File: config.mk
export PLATFORM = sky130hd
export DESIGN_NAME = wb_cmd_master
export DESIGN_NICKNAME = d
export VERILOG_FILES = /design/src/rtl/wb_cmd_master_pkg.sv /design/src/rtl/wb_timeout_ctr.sv /design/src/rtl/wb_cmd_master.sv
export SDC_FILE = /design/constraint.sdc
export NUM_CORES = 1
export LEC_CHECK = 0
export CAP_MARGIN = 20
export CORE_ASPECT_RATIO = 0.9
export CORE_MARGIN = 1.5
export CORE_UTILIZATION = 36
export CTS_CLUSTER_DIAMETER = 80
export DETAILED_ROUTE_END_ITERATION = 7
export PLACE_DENSITY = 0.86
export SLEW_MARGIN = 20
export SYNTH_ARGS = -nofsm -noshare
export SYNTH_HDL_FRONTEND = slang
export SYNTH_SLANG_ARGS = --single-unit
File: constraint.sdc
create_clock -name wb_clk_i -period 1.7 [get_ports wb_clk_i]
set_input_delay 0.34 -clock wb_clk_i [delete_from_list [all_inputs] [get_ports wb_clk_i]]
set_output_delay 0.34 -clock wb_clk_i [all_outputs]
set_load 0.005 [all_outputs]
File: src/rtl/wb_cmd_master_pkg.sv
// ============================================================================
// Module      : wb_cmd_master_pkg
// Description : Shared Wishbone defaults and FSM state encoding for the
//               wb_cmd_master initiator.
// Revision    : 1.0 - initial release
// ============================================================================
`default_nettype none

package wb_cmd_master_pkg;

  // Default bus widths
  localparam int WB_AW = 32;
  localparam int WB_DW = 32;

  // FSM state encoding (2-bit)
  typedef logic [1:0] state_t;

  localparam logic [1:0] ST_IDLE = 2'd0;
  localparam logic [1:0] ST_REQ  = 2'd1;
  localparam logic [1:0] ST_WAIT = 2'd2;
  localparam logic [1:0] ST_RESP = 2'd3;

endpackage

`default_nettype wire

File: src/rtl/wb_timeout_ctr.sv
// ============================================================================
// Module      : wb_timeout_ctr
// Description : Saturating cycle counter with synchronous clear and enable.
//               expire flags the last permitted cycle (count == TIMEOUT-1).
// Revision    : 1.0 - initial release
// ============================================================================
`default_nettype none

module wb_timeout_ctr #(
  parameter int TIMEOUT = 255
) (
  input  logic clk,
  input  logic rst,
  input  logic clear,
  input  logic enable,
  output logic expire
);

  localparam int CW = $clog2(TIMEOUT + 1);
  localparam logic [CW-1:0] C_LAST = CW'(TIMEOUT - 1);

  logic [CW-1:0] r_count;

  // Count enabled cycles, holding at the last value instead of wrapping
  always_ff @(posedge clk) begin
    if (rst || clear) begin
      r_count <= '0;
    end else if (enable && (r_count != C_LAST)) begin
      r_count <= r_count + 1'b1;
    end
  end

  assign expire = (r_count == C_LAST);

endmodule

`default_nettype wire

File: src/rtl/wb_cmd_master.sv
// ============================================================================
// Module      : wb_cmd_master
// Description : Wishbone pipelined initiator. Converts one valid/ready
//               command into a single Wishbone cycle and reports read data
//               or a timeout error on a one-cycle response strobe.
// Revision    : 1.0 - initial release
// ============================================================================
`default_nettype none

module wb_cmd_master
  import wb_cmd_master_pkg::*;
#(
  parameter int AW      = WB_AW,
  parameter int DW      = WB_DW,
  parameter int TIMEOUT = 255
) (
  input  logic          wb_clk_i,
  input  logic          reset,
  input  logic          cmd_valid,
  output logic          cmd_ready,
  input  logic          cmd_we,
  input  logic [AW-1:0] cmd_addr,
  input  logic [DW-1:0] cmd_data,
  output logic          rsp_valid,
  output logic [DW-1:0] rsp_data,
  output logic          rsp_err,
  output logic          busy,
  output logic          wbm_cyc_o,
  output logic          wbm_stb_o,
  output logic          wbm_we_o,
  output logic [AW-1:0] wbm_adr_o,
  output logic [DW-1:0] wbm_dat_o,
  input  logic          wbm_ack_i,
  input  logic          wbm_stl_i,
  input  logic [DW-1:0] wbm_dat_i
);

  state_t state;
  logic   expire;
  logic   accept;

  assign accept = (state == ST_IDLE) && cmd_valid && cmd_ready;

  // Counts every cycle the bus cycle is open without an ack; stall cycles included
  wb_timeout_ctr #(
    .TIMEOUT (TIMEOUT)
  ) u_timeout_ctr (
    .clk    (wb_clk_i),
    .rst    (reset),
    .clear  (accept),
    .enable (wbm_cyc_o && !wbm_ack_i),
    .expire (expire)
  );

  // Command FSM with registered Wishbone and response outputs
  always_ff @(posedge wb_clk_i) begin
    if (reset) begin
      state     <= ST_IDLE;
      cmd_ready <= 1'b1;
      rsp_valid <= 1'b0;
      rsp_data  <= '0;
      rsp_err   <= 1'b0;
      busy      <= 1'b0;
      wbm_cyc_o <= 1'b0;
      wbm_stb_o <= 1'b0;
      wbm_we_o  <= 1'b0;
      wbm_adr_o <= '0;
      wbm_dat_o <= '0;
    end else begin
      rsp_valid <= 1'b0;
      case (state)
        ST_IDLE: begin
          if (accept) begin
            wbm_we_o  <= cmd_we;
            wbm_adr_o <= cmd_addr;
            wbm_dat_o <= cmd_data;
            wbm_cyc_o <= 1'b1;
            wbm_stb_o <= 1'b1;
            cmd_ready <= 1'b0;
            busy      <= 1'b1;
            state     <= ST_REQ;
          end
        end
        ST_REQ, ST_WAIT: begin
          // Ack beats a simultaneous timeout, and may arrive with the strobe itself
          if (wbm_ack_i) begin
            wbm_cyc_o <= 1'b0;
            wbm_stb_o <= 1'b0;
            rsp_err   <= 1'b0;
            rsp_data  <= wbm_we_o ? '0 : wbm_dat_i;
            rsp_valid <= 1'b1;
            state     <= ST_RESP;
          end else if (expire) begin
            wbm_cyc_o <= 1'b0;
            wbm_stb_o <= 1'b0;
            rsp_err   <= 1'b1;
            rsp_data  <= '0;
            rsp_valid <= 1'b1;
            state     <= ST_RESP;
          end else if ((state == ST_REQ) && !wbm_stl_i) begin
            wbm_stb_o <= 1'b0;
            state     <= ST_WAIT;
          end
        end
        ST_RESP: begin
          cmd_ready <= 1'b1;
          busy      <= 1'b0;
          state     <= ST_IDLE;
        end
        default: begin
          cmd_ready <= 1'b1;
          busy      <= 1'b0;
          state     <= ST_IDLE;
        end
      endcase
    end
  end

endmodule

`default_nettype wire

==> results.json <==
{
  "outcome": "complete, no violations",
  "wirelength_um": 12300,
  "finalPower_w": 0.0102,
  "synthTopCellsByArea": "dfxtp_1 (55%), nand2_1 (12%), a21oi_1 (8.8%)",
  "final-nonclk-buf-share": 0.328,
  "regToRegEndpoint": "rsp_data[28]$_SDFFE_PP0P_",
  "whs_ns": 0.317,
  "ant_nets": 0,
  "worstPathRequired_ns": 2.03,
  "met1_length_um": 4920,
  "top_layer": "met4",
  "largest_area_cell": "dfxtp_1",
  "finish.utilization": 0.639,
  "power_clock_w": 0.00323,
  "busiest_layer": "met2",
  "intPower_w": 0.00724,
  "grt_use_met1": 0.207,
  "cts.repair.resized": 3,
  "period_used_share": 0.997,
  "setup.worst_path.class": "reg2reg",
  "via_per_inst": 4.81,
  "n_all_inverters": 5,
  "maxPowerGroup": "registers",
  "die_h_um": 104,
  "sh_seq_area": 0.323,
  "synth_warnings": 0,
  "power_density_nw_per_um2": 1460,
  "mux_share": 0.00243,
  "finalWorstSetupSlack_ns": 0.00563,
  "gp_congestion": 0.775,
  "p_comb_w": 0.00343,
  "largest_class": "non-clock buffers",
  "io_pins": 205,
  "seqPwrFrac": 0.349,
  "seq_area_frac_synth": 0.550,
  "end_kind": "register",
  "taps": 152,
  "p_sw_frac": 0.292,
  "finalSetupTns_ns": 0,
  "top_cell": "nand2_1"
}
**Gate-type map**

Drawn at 4 px/µm.
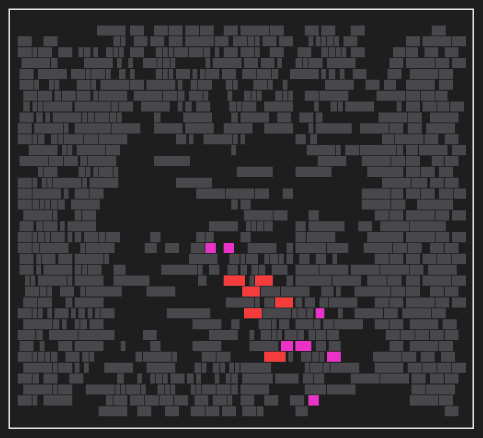
Key: red = adder and majority cells [cells 6, most used ha_1]; magenta = AND and OR gates [cells 7]
most frequent logic cell in the layout: clkdlybuf4s50_1
fin cells: 828
combinational share of cell area: 0.241

**Cells by drive strength**

Drawn at 4 px/µm.
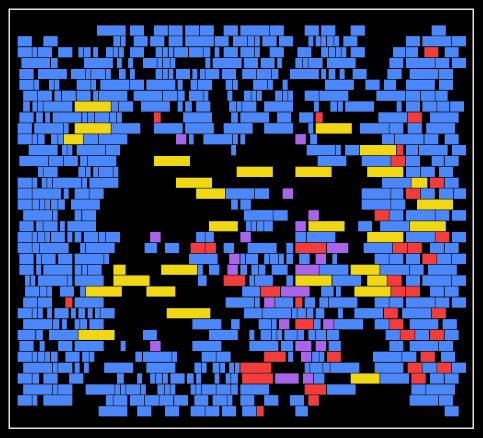
Key: yellow = _6 and larger [cells 29, share 4.3%, most used clkbuf_16]; purple = _3 and _4 cells [cells 22, share 3.3%, most used buf_4]; red = _2 cells [cells 40, share 5.9%, most used a22o_2]; blue = _0 and _1 cells [cells 585, share 87%, most used clkdlybuf4s50_1]

